==> config.mk <==
export PLATFORM = sky130hd
export DESIGN_NAME = wb_arbiter_2m
export DESIGN_NICKNAME = d
export VERILOG_FILES = /design/src/rtl/wb_arbiter_2m.sv
export SDC_FILE = /design/constraint.sdc
export NUM_CORES = 1
export LEC_CHECK = 0
export ABC_AREA = 1
export CAP_MARGIN = 20
export CORE_AREA = 2 2 119 121
export CTS_BUF_LIST = sky130_fd_sc_hd__clkbuf_8
export DETAILED_ROUTE_END_ITERATION = 6
export DIE_AREA = 0 0 121 123
export GPL_TIMING_DRIVEN = 0
export SYNTH_ARGS = -nofsm -noshare
export SYNTH_HDL_FRONTEND = slang
export SYNTH_SLANG_ARGS = --single-unit
export TNS_END_PERCENT = 10
==> constraint.sdc <==
create_clock -name clk -period 4.4 [get_ports clk]
set_clock_uncertainty 0.1 [all_clocks]
set_input_delay 0.44 -clock clk [delete_from_list [all_inputs] [get_ports clk]]
set_output_delay 0.44 -clock clk [all_outputs]
set_load 0.01 [all_outputs]
==> src/rtl/wb_arbiter_2m.sv <==
`default_nettype none
// +----------------------------------------------------------------------------+
// | Module   : wb_arbiter_2m                                                   |
// | Purpose  : Two-master / one-slave Wishbone arbiter. Master 0 is the        |
// |            instruction fetch unit and master 1 is the load/store unit.     |
// |            A grant is held for a master's whole CYC-framed transaction,    |
// |            ties alternate between the masters, and a watchdog aborts       |
// |            strobes the slave never answers.                                |
// | Ports    : clk, rst (sync, active-low)                                     |
// |            m0_*/m1_* : master-side cyc/stb/we/adr/dat_o in, dat_i/ack out  |
// |            s_*       : slave-side cyc/stb/we/adr/dat_o out, dat_i/ack in   |
// |            grant     : one-hot owner (01 = m0, 10 = m1, 00 = none)         |
// |            bus_err   : one-cycle pulse on a watchdog abort                 |
// | Revision : 1.0 - initial release                                           |
// +----------------------------------------------------------------------------+
module wb_arbiter_2m #(
  parameter int          TIMEOUT      = 255,
  parameter logic [31:0] TIMEOUT_DATA = 32'h0000_0013
) (
  input  logic        clk,
  input  logic        rst,
  input  logic        m0_cyc,
  input  logic        m0_stb,
  input  logic        m0_we,
  input  logic [31:0] m0_adr,
  input  logic [31:0] m0_dat_o,
  output logic [31:0] m0_dat_i,
  output logic        m0_ack,
  input  logic        m1_cyc,
  input  logic        m1_stb,
  input  logic        m1_we,
  input  logic [31:0] m1_adr,
  input  logic [31:0] m1_dat_o,
  output logic [31:0] m1_dat_i,
  output logic        m1_ack,
  output logic        s_cyc,
  output logic        s_stb,
  output logic        s_we,
  output logic [31:0] s_adr,
  output logic [31:0] s_dat_o,
  input  logic [31:0] s_dat_i,
  input  logic        s_ack,
  output logic [1:0]  grant,
  output logic        bus_err
);

  // Watchdog counter wide enough to hold TIMEOUT (at least one bit).
  localparam int             WD_W   = (TIMEOUT > 0) ? $clog2(TIMEOUT + 1) : 1;
  localparam logic [WD_W-1:0] WD_MAX = WD_W'(TIMEOUT);

  typedef enum logic [1:0] {
    IDLE = 2'd0,
    GNT0 = 2'd1,
    GNT1 = 2'd2
  } state_e;

  state_e            state_q, state_d;
  logic              last_q, last_d;
  logic [WD_W-1:0]   wd_q, wd_d;
  logic [1:0]        grant_q, grant_d;

  logic              sel0, sel1;
  logic              stb_sel;
  logic              wd_hit;
  logic              abort;

  assign sel0    = (state_q == GNT0);
  assign sel1    = (state_q == GNT1);
  assign stb_sel = (sel0 & m0_stb) | (sel1 & m1_stb);

  // The hit is decided without looking at s_ack so that a slave whose ACK is
  // combinational on STB cannot form a loop through the forced-low strobe.
  assign wd_hit = (TIMEOUT != 0) && stb_sel && (wd_q == WD_MAX);
  // A real ACK arriving in the hit cycle wins over the forced abort.
  assign abort  = wd_hit & ~s_ack;

  // Slave-side mux: straight copy of the owner, all zero while idle.
  always_comb begin
    s_cyc   = 1'b0;
    s_we    = 1'b0;
    s_adr   = 32'h0;
    s_dat_o = 32'h0;
    if (sel0) begin
      s_cyc   = m0_cyc;
      s_we    = m0_we;
      s_adr   = m0_adr;
      s_dat_o = m0_dat_o;
    end else if (sel1) begin
      s_cyc   = m1_cyc;
      s_we    = m1_we;
      s_adr   = m1_adr;
      s_dat_o = m1_dat_o;
    end
  end

  assign s_stb = stb_sel & ~wd_hit;

  // Master-side return path: only the owner ever sees ACK or data.
  assign m0_ack   = sel0 & (s_ack | abort);
  assign m1_ack   = sel1 & (s_ack | abort);
  assign m0_dat_i = sel0 ? (abort ? TIMEOUT_DATA : s_dat_i) : 32'h0;
  assign m1_dat_i = sel1 ? (abort ? TIMEOUT_DATA : s_dat_i) : 32'h0;
  assign bus_err  = abort;
  assign grant    = grant_q;

  always_comb begin
    state_d = state_q;
    last_d  = last_q;
    unique case (state_q)
      IDLE: begin
        // On a tie, grant whichever master was not served last.
        if (m0_cyc && (!m1_cyc || last_q)) begin
          state_d = GNT0;
        end else if (m1_cyc) begin
          state_d = GNT1;
        end
      end
      GNT0: begin
        if (!m0_cyc) begin
          last_d  = 1'b0;
          state_d = m1_cyc ? GNT1 : IDLE;
        end
      end
      GNT1: begin
        if (!m1_cyc) begin
          last_d  = 1'b1;
          state_d = m0_cyc ? GNT0 : IDLE;
        end
      end
      default: state_d = IDLE;
    endcase

    grant_d = (state_d == GNT0) ? 2'b01 :
              (state_d == GNT1) ? 2'b10 : 2'b00;

    // Watchdog counts consecutive unanswered strobe cycles of one owner.
    if ((state_d != state_q) || !stb_sel || s_ack || wd_hit) begin
      wd_d = '0;
    end else begin
      wd_d = wd_q + WD_W'(1);
    end
  end

  always_ff @(posedge clk) begin
    if (!rst) begin
      state_q <= IDLE;
      last_q  <= 1'b1;
      wd_q    <= '0;
      grant_q <= 2'b00;
    end else begin
      state_q <= state_d;
      last_q  <= last_d;
      wd_q    <= wd_d;
      grant_q <= grant_d;
    end
  end

endmodule
`default_nettype wire
==> Slide: Implementation Results <==
Flow Results at a Glance

Run status
  – Status: finished, final reports clean

Power and ir drop
  – Leak Pwr: just over 2 nW
  – Sequential power share: 0.152
  – Internal power: roughly 0.00054 W
  – Sw Pwr: roughly 0.00029 W

Logic synthesis
  – Top-area cell share: 0.281
  – Synth Register Bits: 13
  – Largest area contributor in the netlist: a22o_1

Cells and area
  – Gate Area: ~1500 um2
  – Final nets: ~760

Clock network
  – Max Root-Sink Buffers: 2
  – CTS clk-pin slew, worst paths: about 50 ps
  – Hold-fix buffers, CTS: 0
  – CTS tree: built
  – Post_cts resized: 0

Die
  – DIE WIDTH: approximately 120 um

Place
  – PortBufs: slightly above 300
  – Placed instance area: 5290 um2

Final timing
  – Least-Margin Pin Slew: around 700 ps
  – Crit share post-route: 0.654
  – Setup TNS: 0 ps

Min path
  – Hold Path Class: reg -> reg
  – Hold EP: wd_q[0]
  – Critical hold path startpoint: wd_q[0]

Drt
  – Residual DRC count: 0
  – Vias: ~3,200

Run
  – Log Warnings: 26

Global route
  – Vias in the first global route: between 3,000 and 4,000
  – Global-route wire length before repair: about 19,000 um
## critical path, stage by stage, from the launching register on
cell	delay, ps
dfxtp_1	360
ha_1	210
nand2_1	70
nor2_1	190
nand2_1	100
clkinv_1	90
nand3_4	160
buf_6	200
a21oi_1	140
clkdlybuf4s50_1	570
## worst max path at each step
stage,startpoint,cells past startpoint,to
floorplan,wd_q[0],8,m0_dat_i[0]
global route,wd_q[0],9,m1_dat_i[1]
detailed placement,m0_stb,7,m1_dat_i[1]
global placement,m0_stb,7,m1_dat_i[0]
finish,wd_q[0],9,m1_dat_i[1]
CTS,wd_q[0],9,m1_dat_i[1]
## cell families (layout without fill, tap and decap cells)
group	count (synthesis)	count (layout)	synth area share
AND/OR/NAND/NOR	144	144	0.424
AND-OR/OR-AND	75	75	0.307
buffers and inverters	40	348	0.112
flip-flops	13	13	0.129
XOR/XNOR	5	5	0.0216
adder cells (fa/ha/maj)	1	1	0.00618
## state kept, by name (all words and copies together) (netlist names)
name and cells:
state_q 2, grant 2, last_q 1, wd_q 8
## area by class of cell
class,count,area share
Timing Repair Buffer,304,0.570
Multi-Input combinational cell,225,0.288
Sequential cell,13,0.0488
Tap cell,180,0.0422
Buffer,23,0.0305
Inverter,17,0.0120
Clock buffer,3,0.00774
Clock inverter,1,0.000703
## through the flow
| step | cells | utilization | hold slack [ps] | total power, W | setup slack, ps |
|---|---|---|---|---|---|
| floorplan | 278 | - | 318 | 0.000344 | 2490 |
| global placement | 762 | 0.389 | 328 | 0.000729 | 1640 |
| detailed placement | 762 | 0.389 | 348 | 0.000731 | 1610 |
| CTS | 766 | 0.392 | 359 | 0.000839 | 1490 |
| global route | 766 | 0.392 | 388 | 0.000872 | 1330 |
| finish | 766 | 0.392 | 354 | 0.000830 | 1520 |
## synthesized netlist by cell type (all sizes together)
library cell / number
buf: 19
o211ai: 1
clkbuf: 4
xnor2: 2
ha: 1
nor2: 78
dfxtp: 13
inv: 16
clkinv: 1
nand2: 55
nand3: 10
a22o: 65
nand4: 1
xor2: 3
a21oi: 8
o21ai: 1
## power groups by stage
stage | Sequential (W) | Clock [W] | Combinational [W]
2_1_floorplan | 0.000129 | 0 | 0.000216
3_3_place_gp | 0.000128 | 0 | 0.000600
3_5_place_dp | 0.000128 | 0 | 0.000602
4_1_cts | 0.000126 | 0.000105 | 0.000608
5_1_grt | 0.000127 | 0.000110 | 0.000635
6_report | 0.000126 | 0.000102 | 0.000602
## metal layers
metal	global-route usage	routed length (um)	vias to the layer above
met4	0.0189	176	0
met5	0	0	-
met1	0.198	5540	1476
met3	0.0415	1080	8
met2	0.324	7260	150
li1	-	-	1570
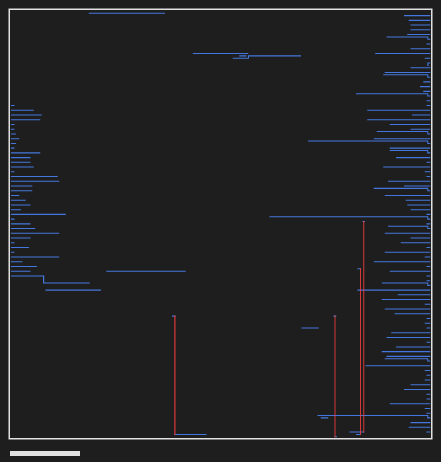
wires.png
Bar = 20 um. Two of the layers only.
metal 4 -> red  # wire length 177 um
metal 3 -> blue  # wire length 1,080 um
final wirelength: 14,100 um
drt wl/cell: 18.4 um

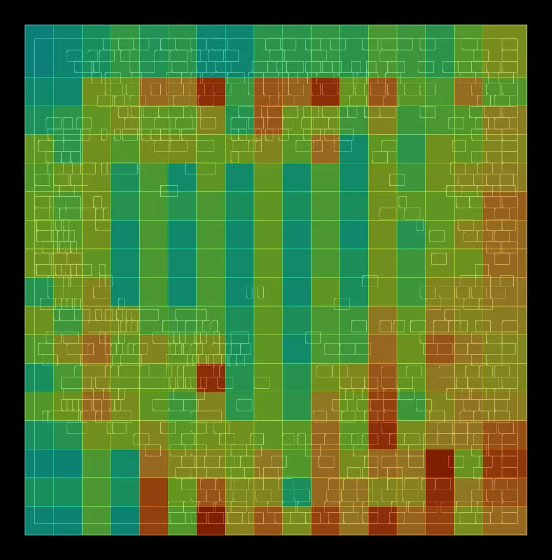
congestion.png
grt met1 use: 0.198
final core utilization: 0.392
Global Route met3 Usage: 0.0415
layer with the highest usage: met2

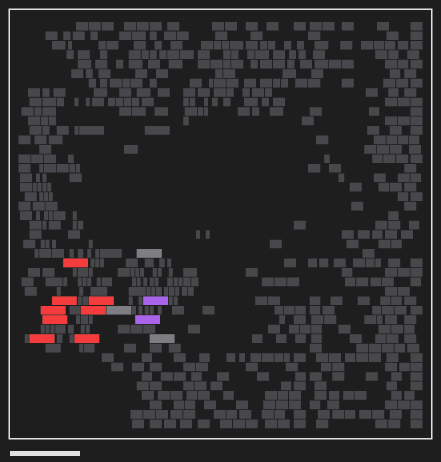
flops_by_reg.png
Bar = 20 um. Other sequential cells in the stronger grey, the rest of the logic in the fainter grey.
wd_q -> red  # placed flops 8
state_q -> purple  # placed flops 2
not coloured = 3
Seq/total area: 0.0488
Register Area: 260 um2

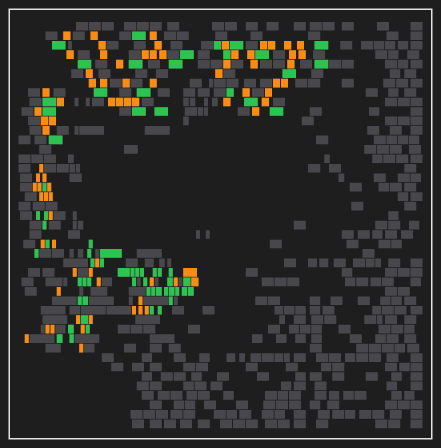
logic_types.png
NOR gates -> orange  # cells 78
NAND gates -> green  # cells 66
Comb/total area: 0.288
fin cells: 766
Top cell excl fill/tap: clkdlybuf4s50_1

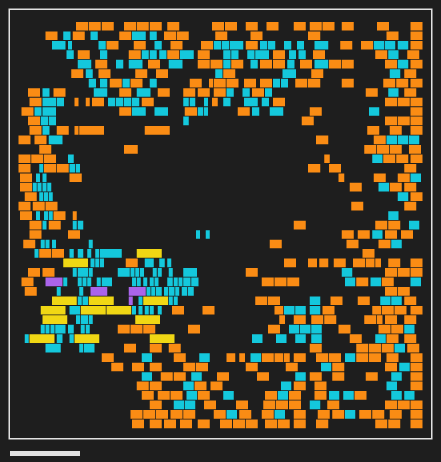
placement_by_type.png
Bar = 20 um.
clock drivers and dummy loads -> purple  # cells 4, share of their area 0.88%
combinational and other logic -> cyan  # cells 242, share of their area 31%
other buffers and delay cells -> orange  # cells 327, share of their area 63%
flops -> yellow  # cells 13, share of their area 5.1%
CORE AREA: 13,600 um2
Cell Rows: 43
Finished Cell Area: 5340 um2

Power and IR drop assume default switching activity.
